<file path="src/rtl/apb_rb_bridge_v2_if.sv">
// Bus bundle between the APB4 side and the generic register bus.
// The bridge takes the slave view; the driver/responder takes the master view.
interface apb_rb_bridge_v2_if #(
    parameter int ADDR_WIDTH = 12,
    parameter int DATA_WIDTH = 32
);
    logic [ADDR_WIDTH-1:0]   apb_paddr;
    logic                    apb_psel;
    logic                    apb_penable;
    logic                    apb_pwrite;
    logic [DATA_WIDTH-1:0]   apb_pwdata;
    logic [DATA_WIDTH/8-1:0] apb_pstrb;
    logic                    apb_pready;
    logic [DATA_WIDTH-1:0]   apb_prdata;
    logic                    apb_pslverr;

    logic                    apb_rstrobe;
    logic [ADDR_WIDTH-1:0]   apb_raddr;
    logic [DATA_WIDTH-1:0]   apb_rdata;
    logic                    apb_rack;
    logic                    apb_raddrerr;
    logic                    apb_wstrobe;
    logic [ADDR_WIDTH-1:0]   apb_waddr;
    logic [DATA_WIDTH-1:0]   apb_wdata;
    logic [DATA_WIDTH/8-1:0] apb_wbe;
    logic                    apb_wack;
    logic                    apb_waddrerr;
    logic [7:0]              apb_err_cnt;

    modport slave (
        input  apb_paddr, apb_psel, apb_penable, apb_pwrite, apb_pwdata, apb_pstrb,
        input  apb_rdata, apb_rack, apb_raddrerr, apb_wack, apb_waddrerr,
        output apb_pready, apb_prdata, apb_pslverr,
        output apb_rstrobe, apb_raddr, apb_wstrobe, apb_waddr, apb_wdata, apb_wbe,
        output apb_err_cnt
    );

    modport master (
        output apb_paddr, apb_psel, apb_penable, apb_pwrite, apb_pwdata, apb_pstrb,
        output apb_rdata, apb_rack, apb_raddrerr, apb_wack, apb_waddrerr,
        input  apb_pready, apb_prdata, apb_pslverr,
        input  apb_rstrobe, apb_raddr, apb_wstrobe, apb_waddr, apb_wdata, apb_wbe,
        input  apb_err_cnt
    );
endinterface

</file>
<file path="src/rtl/apb_rb_bridge_v2.sv">
// APB4 to register-bus bridge: one strobe per transfer, bounded ack wait,
// range/alignment/timeout error detection and a saturating error counter.
//
// state    | meaning
// ---------+----------------------------------------------------------
// S_IDLE   | waiting for an APB setup phase
// S_STROBE | single-cycle read/write strobe issued from the latches
// S_WAIT   | strobe low, waiting for ack/addrerr or timeout
// S_DONE   | pready high for one cycle with pslverr/prdata
module apb_rb_bridge_v2 #(
    parameter int ADDR_WIDTH = 12,
    parameter int DATA_WIDTH = 32,
    parameter int ADDR_RANGE = 4096,
    parameter int TIMEOUT    = 16
) (
    input logic             apb_pclk,
    input logic             apb_preset,
    apb_rb_bridge_v2_if.slave bus
);
    localparam int BW  = DATA_WIDTH / 8;
    localparam int LSB = $clog2(BW);
    localparam int TW  = (TIMEOUT < 2) ? 1 : $clog2(TIMEOUT + 1);
    localparam logic [TW-1:0]       TMR_LOAD  = TW'(TIMEOUT);
    localparam logic [ADDR_WIDTH:0] RANGE_LIM = (ADDR_WIDTH + 1)'(ADDR_RANGE);

    typedef enum logic [1:0] {S_IDLE, S_STROBE, S_WAIT, S_DONE} state_t;

    state_t                state_q, state_d;
    logic [ADDR_WIDTH-1:0] addr_q;
    logic [DATA_WIDTH-1:0] wdata_q;
    logic [BW-1:0]         be_q;
    logic                  pwrite_q;
    logic                  err_q;
    logic [DATA_WIDTH-1:0] rdata_q;
    logic [TW-1:0]         tmr_q;
    logic [7:0]            err_cnt_q;

    logic setup, bad_addr, req_ack, req_err, resp, tmr_done, busy;

    assign setup    = bus.apb_psel && !bus.apb_penable;
    assign bad_addr = (bus.apb_paddr[LSB-1:0] != '0) ||
                      ({1'b0, bus.apb_paddr} >= RANGE_LIM);
    assign req_ack  = pwrite_q ? bus.apb_wack     : bus.apb_rack;
    assign req_err  = pwrite_q ? bus.apb_waddrerr : bus.apb_raddrerr;
    assign resp     = req_ack || req_err;
    // Timer counts the STROBE cycle; reaching 1 means this is the last allowed cycle.
    assign tmr_done = (TIMEOUT > 0) && (tmr_q == TW'(1));
    assign busy     = (state_q == S_STROBE) || (state_q == S_WAIT);

    always_ff @(posedge apb_pclk or posedge apb_preset) begin
        if (apb_preset) begin
            state_q <= S_IDLE;
        end else begin
            state_q <= state_d;
        end
    end

    always_comb begin
        state_d = state_q;
        case (state_q)
            S_IDLE: begin
                if (setup) begin
                    if (bad_addr) begin
                        state_d = S_DONE;
                    end else if (bus.apb_pwrite && (bus.apb_pstrb == '0)) begin
                        state_d = S_DONE;
                    end else begin
                        state_d = S_STROBE;
                    end
                end
            end
            S_STROBE, S_WAIT: begin
                if (!bus.apb_psel) begin
                    state_d = S_IDLE;
                end else if (resp || tmr_done) begin
                    state_d = S_DONE;
                end else begin
                    state_d = S_WAIT;
                end
            end
            S_DONE: begin
                state_d = S_IDLE;
            end
            default: begin
                state_d = S_IDLE;
            end
        endcase
    end

    always_ff @(posedge apb_pclk or posedge apb_preset) begin
        if (apb_preset) begin
            addr_q   <= '0;
            wdata_q  <= '0;
            be_q     <= '0;
            pwrite_q <= 1'b0;
            err_q    <= 1'b0;
            rdata_q  <= '0;
            tmr_q    <= '0;
        end else if ((state_q == S_IDLE) && setup) begin
            addr_q   <= bus.apb_paddr;
            wdata_q  <= bus.apb_pwdata;
            be_q     <= bus.apb_pstrb;
            pwrite_q <= bus.apb_pwrite;
            err_q    <= bad_addr;
            rdata_q  <= '0;
            tmr_q    <= TMR_LOAD;
        end else if (busy && bus.apb_psel) begin
            // Error wins over ack, and errored reads never expose data.
            if (resp) begin
                err_q   <= req_err;
                rdata_q <= (!pwrite_q && !req_err) ? bus.apb_rdata : '0;
            end else if (tmr_done) begin
                err_q   <= 1'b1;
                rdata_q <= '0;
            end else begin
                tmr_q <= tmr_q - TW'(1);
            end
        end
    end

    always_ff @(posedge apb_pclk or posedge apb_preset) begin
        if (apb_preset) begin
            err_cnt_q <= '0;
        end else if ((state_q == S_DONE) && err_q && (err_cnt_q != 8'hFF)) begin
            err_cnt_q <= err_cnt_q + 8'd1;
        end
    end

    assign bus.apb_pready  = (state_q == S_DONE);
    assign bus.apb_pslverr = (state_q == S_DONE) && err_q;
    assign bus.apb_prdata  = (state_q == S_DONE) ? rdata_q : '0;
    assign bus.apb_rstrobe = (state_q == S_STROBE) && !pwrite_q;
    assign bus.apb_wstrobe = (state_q == S_STROBE) && pwrite_q;
    assign bus.apb_raddr   = addr_q;
    assign bus.apb_waddr   = addr_q;
    assign bus.apb_wdata   = wdata_q;
    assign bus.apb_wbe     = be_q;
    assign bus.apb_err_cnt = err_cnt_q;
endmodule

</file>
<file path="src/flat_wrapper.sv">
// flat-port wrapper written by rule: the top's interface ports become plain ports
module apb_rb_bridge_v2_flat 
#(
    parameter int ADDR_WIDTH = 12,
    parameter int DATA_WIDTH = 32,
    parameter int ADDR_RANGE = 4096,
    parameter int TIMEOUT    = 16
)
  (apb_pclk, apb_preset, bus_apb_paddr, bus_apb_psel, bus_apb_penable, bus_apb_pwrite, bus_apb_pwdata, bus_apb_pstrb, bus_apb_rdata, bus_apb_rack, bus_apb_raddrerr, bus_apb_wack, bus_apb_waddrerr, bus_apb_pready, bus_apb_prdata, bus_apb_pslverr, bus_apb_rstrobe, bus_apb_raddr, bus_apb_wstrobe, bus_apb_waddr, bus_apb_wdata, bus_apb_wbe, bus_apb_err_cnt);
  apb_rb_bridge_v2_if #(.ADDR_WIDTH(ADDR_WIDTH), .DATA_WIDTH(DATA_WIDTH)) bus_i ();
  input logic apb_pclk;
  input logic apb_preset;
  input wire logic [$bits(bus_i.apb_paddr)-1:0] bus_apb_paddr;
  input wire logic [$bits(bus_i.apb_psel)-1:0] bus_apb_psel;
  input wire logic [$bits(bus_i.apb_penable)-1:0] bus_apb_penable;
  input wire logic [$bits(bus_i.apb_pwrite)-1:0] bus_apb_pwrite;
  input wire logic [$bits(bus_i.apb_pwdata)-1:0] bus_apb_pwdata;
  input wire logic [$bits(bus_i.apb_pstrb)-1:0] bus_apb_pstrb;
  input wire logic [$bits(bus_i.apb_rdata)-1:0] bus_apb_rdata;
  input wire logic [$bits(bus_i.apb_rack)-1:0] bus_apb_rack;
  input wire logic [$bits(bus_i.apb_raddrerr)-1:0] bus_apb_raddrerr;
  input wire logic [$bits(bus_i.apb_wack)-1:0] bus_apb_wack;
  input wire logic [$bits(bus_i.apb_waddrerr)-1:0] bus_apb_waddrerr;
  output wire logic [$bits(bus_i.apb_pready)-1:0] bus_apb_pready;
  output wire logic [$bits(bus_i.apb_prdata)-1:0] bus_apb_prdata;
  output wire logic [$bits(bus_i.apb_pslverr)-1:0] bus_apb_pslverr;
  output wire logic [$bits(bus_i.apb_rstrobe)-1:0] bus_apb_rstrobe;
  output wire logic [$bits(bus_i.apb_raddr)-1:0] bus_apb_raddr;
  output wire logic [$bits(bus_i.apb_wstrobe)-1:0] bus_apb_wstrobe;
  output wire logic [$bits(bus_i.apb_waddr)-1:0] bus_apb_waddr;
  output wire logic [$bits(bus_i.apb_wdata)-1:0] bus_apb_wdata;
  output wire logic [$bits(bus_i.apb_wbe)-1:0] bus_apb_wbe;
  output wire logic [$bits(bus_i.apb_err_cnt)-1:0] bus_apb_err_cnt;
  assign bus_i.apb_paddr = bus_apb_paddr;
  assign bus_i.apb_psel = bus_apb_psel;
  assign bus_i.apb_penable = bus_apb_penable;
  assign bus_i.apb_pwrite = bus_apb_pwrite;
  assign bus_i.apb_pwdata = bus_apb_pwdata;
  assign bus_i.apb_pstrb = bus_apb_pstrb;
  assign bus_i.apb_rdata = bus_apb_rdata;
  assign bus_i.apb_rack = bus_apb_rack;
  assign bus_i.apb_raddrerr = bus_apb_raddrerr;
  assign bus_i.apb_wack = bus_apb_wack;
  assign bus_i.apb_waddrerr = bus_apb_waddrerr;
  assign bus_apb_pready = bus_i.apb_pready;
  assign bus_apb_prdata = bus_i.apb_prdata;
  assign bus_apb_pslverr = bus_i.apb_pslverr;
  assign bus_apb_rstrobe = bus_i.apb_rstrobe;
  assign bus_apb_raddr = bus_i.apb_raddr;
  assign bus_apb_wstrobe = bus_i.apb_wstrobe;
  assign bus_apb_waddr = bus_i.apb_waddr;
  assign bus_apb_wdata = bus_i.apb_wdata;
  assign bus_apb_wbe = bus_i.apb_wbe;
  assign bus_apb_err_cnt = bus_i.apb_err_cnt;
  apb_rb_bridge_v2 #(.ADDR_WIDTH(ADDR_WIDTH), .DATA_WIDTH(DATA_WIDTH), .ADDR_RANGE(ADDR_RANGE), .TIMEOUT(TIMEOUT)) u_core (.apb_pclk(apb_pclk), .apb_preset(apb_preset), .bus(bus_i));
endmodule
</file>
<file path="config.mk">
export PLATFORM = sky130hd
export DESIGN_NAME = apb_rb_bridge_v2_flat
export DESIGN_NICKNAME = d
export VERILOG_FILES = /design/src/rtl/apb_rb_bridge_v2_if.sv /design/src/rtl/apb_rb_bridge_v2.sv /design/src/flat_wrapper.sv
export SDC_FILE = /design/constraint.sdc
export NUM_CORES = 1
export LEC_CHECK = 0
export CAP_MARGIN = 20
export CORE_MARGIN = 8
export CORE_UTILIZATION = 35
export DETAILED_ROUTE_END_ITERATION = 7
export PLACE_DENSITY = 0.73
export RECOVER_POWER = 100
export SLEW_MARGIN = 10
export SYNTH_ARGS = -nofsm -noshare
export SYNTH_HDL_FRONTEND = slang
export SYNTH_SLANG_ARGS = --single-unit
</file>
<file path="constraint.sdc">
create_clock -name apb_pclk -period 9.95 [get_ports apb_pclk]
set_input_delay 1.99 -clock apb_pclk [delete_from_list [all_inputs] [get_ports apb_pclk]]
set_output_delay 1.99 -clock apb_pclk [all_outputs]
set_load 0.01 [all_outputs]
</file>
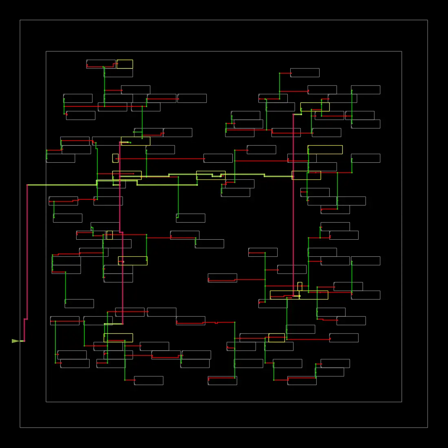
Run 1: clock routing
Latency at later pin: 0.34 ns
skew final: 0.00595 ns

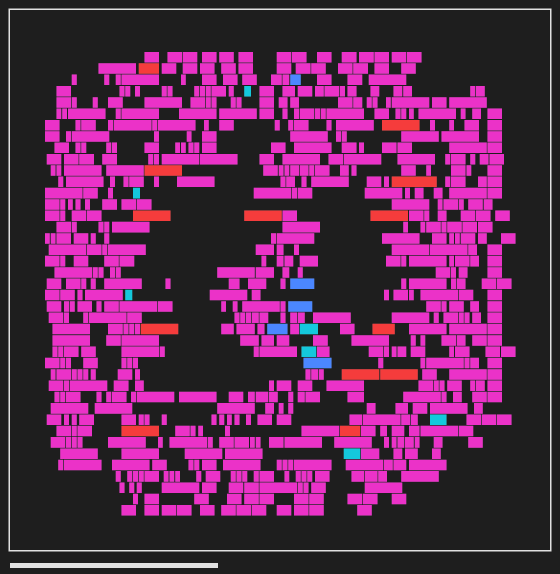
Run 1: sizing map
Scale bar: 50 um.
| size | color | cells | share |
|---|---|---|---|
| drive 2 | cyan | 7 | 1.1% |
| drive 3 to 4 | blue | 5 | 0.75% |
| drive 6 and up | red | 13 | 2.0% |
| drive 1 or less | magenta | 640 | 96% |
setup ws final: 3.67 ns
Area Overhead vs Synth: 50.3%
Repair and plain buffers: 196

==> flow_metrics.py, run 1 <==
# Flow results
metrics = {
    "setup_path": {
        "crit_arrival_ns": 5.94,
        "worstPathMaxFanout": 63,
        "worst_setup_path_end_kind": "asynchronous set/reset pin",
        "required_ns": 9.62,
        "critical_path_class": "primary input to asynchronous set/reset pin",
        "startpoint_type": "primary input",
    },
    "sta": {
        "worstMarginPinSlew_ns": 3.44,
        "final-hold-violation-count": 0,
        "setup_viol": 0,
        "fin_crit_sh_pct": 63.1,
        "finalCriticalPeriod_ns": 6.28,
        "whs_ns": 0.467,
        "maxSlewViolCount": 154,
        "rsz0062_at_grt": "false",
        "setup-tns-final_ns": 0,
        "fmax_mhz": 159,
        "slew_headroom_pct": -129,
    },
    "synthesis": {
        "dominantRegCellSynth": "dfrtp_1",
        "syn-instance-count": 486,
        "enable_flop_cells": 0,
        "ys.warnings.count": 0,
        "ys_types": 41,
        "floorplan.nets": 582,
        "area_leaders": "dfrtp_1 (54%), nand2_1 (15%), mux2i_1 (7.1%), and2_1 (4.8%), inv_1 (3.3%)",
        "synthArstFlopShare_pct": 100,
        "top_area_share_pct": 53.7,
        "ys_cells": 486,
        "ys_ff": 97,
        "seq_area_frac_synth_pct": 53.7,
        "avgSynthCellArea_um2": 9.30,
        "yosys.area.top_type": "dfrtp_1",
        "synth_area_um2": 4520,
        "ys_area_um2": 4520,
    },
    "cts": {
        "cts_max_path_buffers": 2,
        "clock-sinks": 97,
        "cts_resized": 0,
        "cts-hold-fix-buffers": 0,
        "htree_num_levels": 3,
        "cts_setup_buffers": 0,
        "cts_tree": "built",
        "cts_buffers": 9,
        "clkTransAtPathRegs_ns": 0.06,
        "cts-root-buf": "clkbuf_16",
    },
    "detailed_routing": {
        "detail_route.wl_per_cell_um": 15.2,
        "ant_nets": 0,
        "avgViaCountPerCell": 4.50,
        "drcViolationCount": 0,
        "drt-initial-drc-count": 186,
        "drt_first_pass_iters": 4,
    },
    "placed_design": {
        "dpl_worst_slack_ns": 5.52,
        "place_hpwl_um": 9510,
        "portBuffers": 192,
        "post-place-cells": 822,
        "globalplace.congestion": 0.756,
    },
    "finish": {
        "nets": 757,
        "layout_top_cells": "nand2_1 (183), clkdlybuf4s50_1 (107), dfrtp_1 (97)",
        "layout_top_cell": "nand2_1",
        "fin_cells": 837,
        "drive_above_1_share_pct": 3.76,
        "n_antenna_cell": 0,
    },
    "status": {
        "status": "finished with violations",
        "violations": "capacitance limit, slew limit",
    },
    "global_route": {
        "grt_remaining_overflow": 0,
        "antenna_found_initial": 0,
        "grt_pass1_vias": 3962,
        "grt_max_degree": 64,
        "grt_pass1_wl_um": 20100,
        "grtUsageTotal_pct": 15.2,
    },
    "floorplan": {
        "rows": 41,
        "dieArea_um2": 16800,
        "die_y_um": 130,
        "io_pins": 193,
        "core_area_um2": 12600,
        "chipWidth_um": 130,
        "fp-utilization_pct": 35.8,
    },
    "worst_hold_path": {
        "hold_class": "flop to flop",
    },
    "pwr": {
        "power.density_nw_per_um2": 264,
        "leakagePower_uw": 0.00330,
        "irDropWorstVdd_mv": 0.133,
        "total_power_uw": 1800,
    },
    "flow_run": {
        "drv_cap": 4,
        "log.warning_count": 30,
    },
}
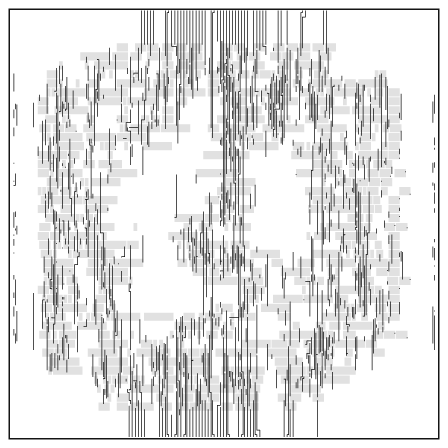
Run 1: M2 wires
longest straight run: 43.5 um
nets with wire on the layer: 619
share of all routed wire: 46%
main direction: vertical
via count: 3765
met2 usage: 24.4%
final WL: 12700 um

## run 1: kinds of logic (layout without fill, tap and decap cells)
group,Yosys count,in the layout,share of synthesized area (%)
simple gates,250,250,24.7
flops,97,97,53.7
buf+inv,72,251,7.47
mux,35,35,7.83
compound gates,18,18,3.04
fa+ha+maj,7,7,1.94
xor+xnor,7,7,1.36
## run 1: registers in the layout (all words and copies together), names as in the netlist
register	count
u_core.err_q	1
u_core.bus.apb_err_cnt	8
u_core.pwrite_q	1
u_core.rdata_q	32
u_core.tmr_q	5
u_core.bus.apb_raddr	12
u_core.bus.apb_wbe	4
u_core.bus.apb_wdata	32
u_core.state_q	2
## run 1: cells in the mapped netlist, types with 2 or more instances
master and instances:
nand2_1 183, dfrtp_1 97, inv_1 40, and2_1 35
mux2i_1 32, clkbuf_1 17, buf_4 12, ha_1 7
nor2_1 7, o21ai_0 5, xnor2_1 5, a21oi_1 4
nand3_1 4, nand4_1 4, buf_6 3, or3_1 3
and3_1 2, mux2_2 2, xor2_1 2
## run 1: per-stage QoR
step	area, um2	utilization, %
after floorplan	4520	-
after global placement	6500	51.5
after detailed placement	6510	51.6
after CTS	6810	53.9
after global routing	6800	53.8
final	6800	53.8
## run 1: worst paths after layout
path	slack, ns	startpoint	endpoint	cells past startpoint
max	3.67	apb_preset	u_core.bus.apb_wdata[26]	3
min	0.47	u_core.bus.apb_wdata[7]	u_core.bus.apb_wdata[7]	2
max reg2reg	5.75	u_core.state_q[0]	u_core.err_q	6
min reg2reg	0.47	u_core.bus.apb_wdata[7]	u_core.bus.apb_wdata[7]	2
max in group apb_pclk	4.27	bus_apb_psel	u_core.err_q	5
min in group asynchronous	2.46	apb_preset	u_core.bus.apb_raddr[8]	2
## run 1: routing by layer
layer / vias to the layer above / GRT usage [%] / part of all wire, %
met5: - / 0 / 0
met1: 1772 / 17.4 / 41
met3: 18 / 6.24 / 9.8
li1: 1846 / - / -
met2: 129 / 24.4 / 46
met4: 0 / 6.63 / 2.3
## run 1: critical path, cell delays in order
cell and delay, ns:
dlygate4sd3_1 0.55, clkinvlp_2 0.87, clkbuf_1 2.49
## run 1: final cells by class
class | count | area [um2]
clock inverters | 3 | 40.0
repair buffers | 196 | 1950
inverters | 40 | 151
flip-flops and latches | 97 | 2430
multi-input cells | 317 | 1750
fillers | 1168 | 5820
well taps | 172 | 215
clock buffers | 12 | 256
## run 1: power breakdown
part | internal [uW] | total, uW | switching (uW) | leakage (uW)
sequential | 569 | 674 | 105 | 0.00124
clock | 206 | 348 | 142 | 0.000148
combinational | 393 | 775 | 381 | 0.00191
Run 1, metal 4:
Scale bar: 50 um.
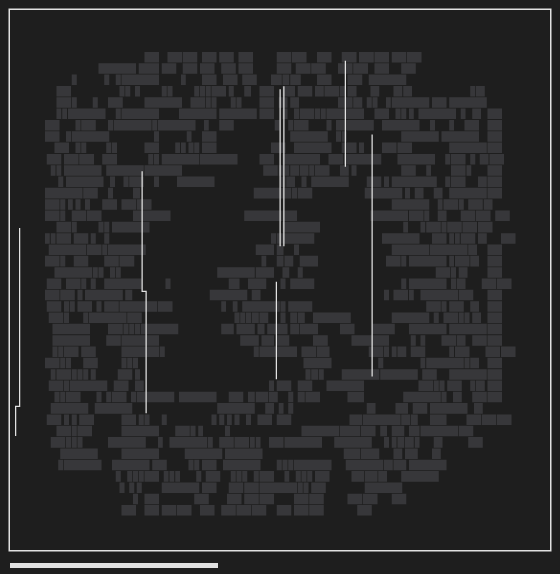

## Run 2: what changed since run 1
- clock period: 9.95 -> 5.8 ns (I/O delays scaled with it)
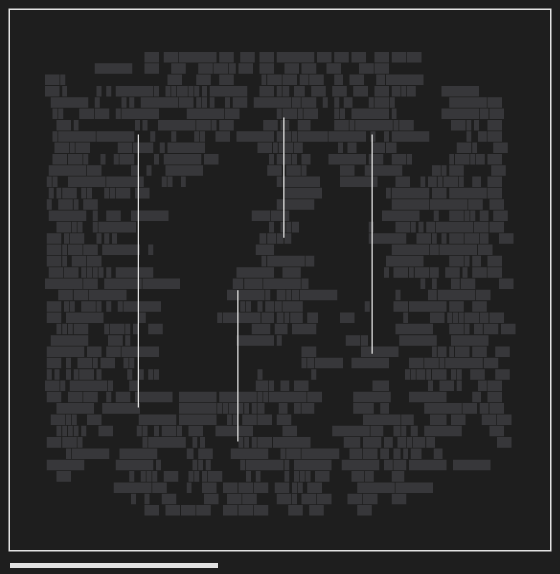
Run 2: metal 4
Scale bar: 50 um.
nets with wire on the layer: 3
share of all routed wire: 1.4%
via count: 3767
final WL: 12800 um

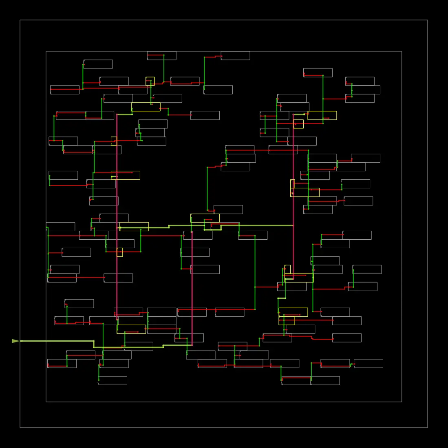
Run 2: clock routing
clock buffer count: 11
skew final: 0.00795 ns
CTS buffer count: 9
Clock net power: 556 uW
# clock sinks: 97

==> run 2 against run 1 <==
Against the previous run: the run still ends with capacitance limit, slew limit left; clock-buffer cell count is 1 lower; critical path type is now primary input to flop; largest power group unchanged; synthesized cell count did not move; largest cell class unchanged; non-clock buffer count rose by 1; cell count grew 0.24%; combinational power up 69%; clock power is about 60% higher; power increased by 68%.
==> flow_metrics.py, run 2 <==
# Flow results
metrics = {
    "synthesis": {
        "ys_top_cells_by_count": "nand2_1 (183), dfrtp_1 (97), inv_1 (40)",
        "ys.warnings.count": 0,
        "ys_cells": 486,
        "dominantRegCellSynth": "dfrtp_1",
        "ys_area_um2": 4520,
        "ys_types": 41,
        "synth_area_um2": 4520,
        "top_area_share_pct": 53.7,
        "enable_flop_cells": 0,
        "avgSynthCellArea_um2": 9.30,
        "ys_ff": 97,
        "top_cell": "nand2_1",
        "yosys.area.top_type": "dfrtp_1",
        "seq_area_frac_synth_pct": 53.7,
        "floorplan.nets": 582,
        "syn-instance-count": 486,
        "area_leaders": "dfrtp_1 (54%), nand2_1 (15%), mux2i_1 (7.1%), and2_1 (4.8%), inv_1 (3.3%)",
        "synthArstFlopShare_pct": 100,
    },
    "setup_path": {
        "worstPathCellList": "dlygate4sd3_1, and3b_1, a21oi_1, buf_4, mux2_1",
        "required_ns": 6.02,
        "crit_slowest_cell": "a21oi_1",
        "r2r_start": "u_core.state_q[0]",
        "worst_setup_path_end_kind": "flop",
        "cp_slowest_stage_delay_ns": 1.30,
        "critical_path_class": "primary input to flop",
        "worstPathMaxFanout": 21,
        "crit_arrival_ns": 4.42,
        "startpoint_type": "primary input",
        "ff2ff_setup_slack_ns": 2.29,
        "crit_start": "bus_apb_psel",
    },
    "pwr": {
        "irDropWorstVdd_mv": 0.226,
        "leakagePower_uw": 0.00330,
        "power.density_nw_per_um2": 446,
    },
    "finish": {
        "final_area_um2": 6770,
        "layout_top_cells": "nand2_1 (183), clkdlybuf4s50_1 (106), dfrtp_1 (97)",
        "drive_above_1_share_pct": 3.75,
        "nets": 758,
        "fillCellCount": 1154,
        "area_delta_synth_final_pct": 49.7,
        "n_antenna_cell": 0,
        "layout_top_cell": "nand2_1",
    },
    "flow_run": {
        "log.warning_count": 30,
        "drv_cap": 4,
    },
    "floorplan": {
        "core_area_um2": 12600,
        "io_pins": 193,
        "chipWidth_um": 130,
        "dieArea_um2": 16800,
        "rows": 41,
        "fp-utilization_pct": 35.8,
        "die_y_um": 130,
    },
    "cts": {
        "cts_max_path_buffers": 2,
        "cts-hold-fix-buffers": 0,
        "htree_num_levels": 3,
        "clkLatencyLatePin_ns": 0.34,
        "cts_setup_buffers": 0,
        "cts_tree": "built",
        "clkTransAtPathRegs_ns": 0.07,
        "cts-root-buf": "clkbuf_16",
        "cts_resized": 0,
    },
    "detailed_routing": {
        "drt-initial-drc-count": 225,
        "drcViolationCount": 0,
        "detail_route.wl_per_cell_um": 15.3,
        "drt_first_pass_iters": 4,
        "ant_nets": 0,
        "avgViaCountPerCell": 4.49,
    },
    "sta": {
        "slew_headroom_pct": -4.67,
        "rsz0062_at_grt": "false",
        "fin_crit_sh_pct": 72.4,
        "maxSlewViolCount": 149,
        "finalCriticalPeriod_ns": 4.20,
        "worstMarginPinSlew_ns": 1.57,
        "setup-tns-final_ns": 0,
        "fmax_mhz": 238,
        "final-hold-violation-count": 0,
        "setup_viol": 0,
    },
    "worst_hold_path": {
        "min-delay-start": "u_core.bus.apb_wdata[2]",
        "hold_class": "flop to flop",
    },
    "placed_design": {
        "place_hpwl_um": 9660,
        "placed_area_um2": 6510,
        "portBuffers": 192,
        "globalplace.congestion": 0.758,
    },
    "global_route": {
        "grtUsageTotal_pct": 15.5,
        "grt_pass1_vias": 3957,
        "grt_pass1_wl_um": 20400,
        "antenna_found_initial": 0,
        "grt_max_degree": 64,
        "grt_remaining_overflow": 0,
    },
    "status": {
        "violations": "capacitance limit, slew limit",
        "status": "finished with violations",
    },
}
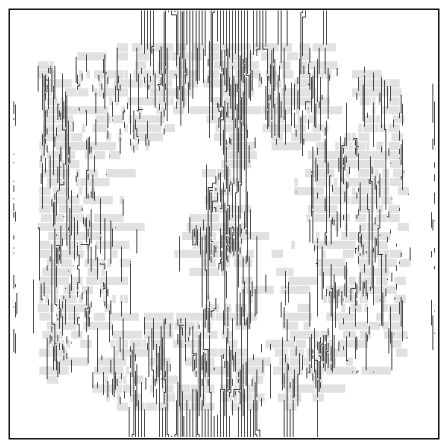
Run 2: M2 wires
met2 usage: 25.7%

==> run 2: power breakdown <==
group | internal (uW) | total, uW | switching [uW]
clock network | 301 | 556 | 255
logic | 657 | 1310 | 651
registers | 975 | 1150 | 179
total | 1930 | 3020 | 1080
==> run 2: cell families after synthesis <==
group / synth area share (%)
AND-OR/OR-AND: 3.04
XOR/XNOR: 1.36
adder cells (fa/ha/maj): 1.94
buffers and inverters: 7.47
flip-flops: 53.7
multiplexers: 7.83
AND/OR/NAND/NOR: 24.7
==> run 2: layer usage <==
layer / wire [um] / global-route usage (%) / up-vias
li1: - / - / 1853
met1: 5180 / 17.6 / 1777
met2: 6180 / 25.7 / 125
met3: 1270 / 6.33 / 12
met4: 182 / 5.46 / 0
met5: 0 / 0 / -
==> run 2: final timing paths <==
check	cells past startpoint	endpoint
hold reg to reg	2	u_core.bus.apb_wdata[2]
hold / removal	2	u_core.bus.apb_wdata[2]
min in group asynchronous	2	u_core.bus.apb_raddr[8]
max in group asynchronous	3	u_core.rdata_q[18]
setup reg to reg	6	u_core.err_q
setup / recovery	5	u_core.err_q
==> run 2: cell type report <==
cell class / instances / area [um2] / share of cell area [%]
tap: 172 / 215 / 3.18
multi-input combinational: 317 / 1740 / 25.7
clock buffer: 11 / 243 / 3.59
inverter: 40 / 151 / 2.24
sequential: 97 / 2430 / 35.9
clock inverter: 5 / 31.3 / 0.462
timing repair buffer: 197 / 1960 / 29.0
==> run 2: through the flow <==
stage | hold WS, ns | setup WS (ns) | util, % | power (uW) | std cells
after floorplan | 0.456 | 2.11 | - | 1900 | 486
after global placement | 0.457 | 2.09 | 51.5 | 2540 | 821
after detailed placement | 0.461 | 1.98 | 51.6 | 2600 | 822
after CTS | 0.480 | 2.11 | 53.8 | 3170 | 838
after global routing | 0.497 | 1.37 | 53.6 | 3240 | 839
final | 0.470 | 1.60 | 53.6 | 3020 | 839
==> run 2: worst max-delay path, delay by kind of cell <==
kind	cells	cell delay (ns)
buf+inv	2	1.12
mux	1	0.36
simple gates	1	0.46
compound gates	1	1.30
Power and IR drop assume default switching activity.
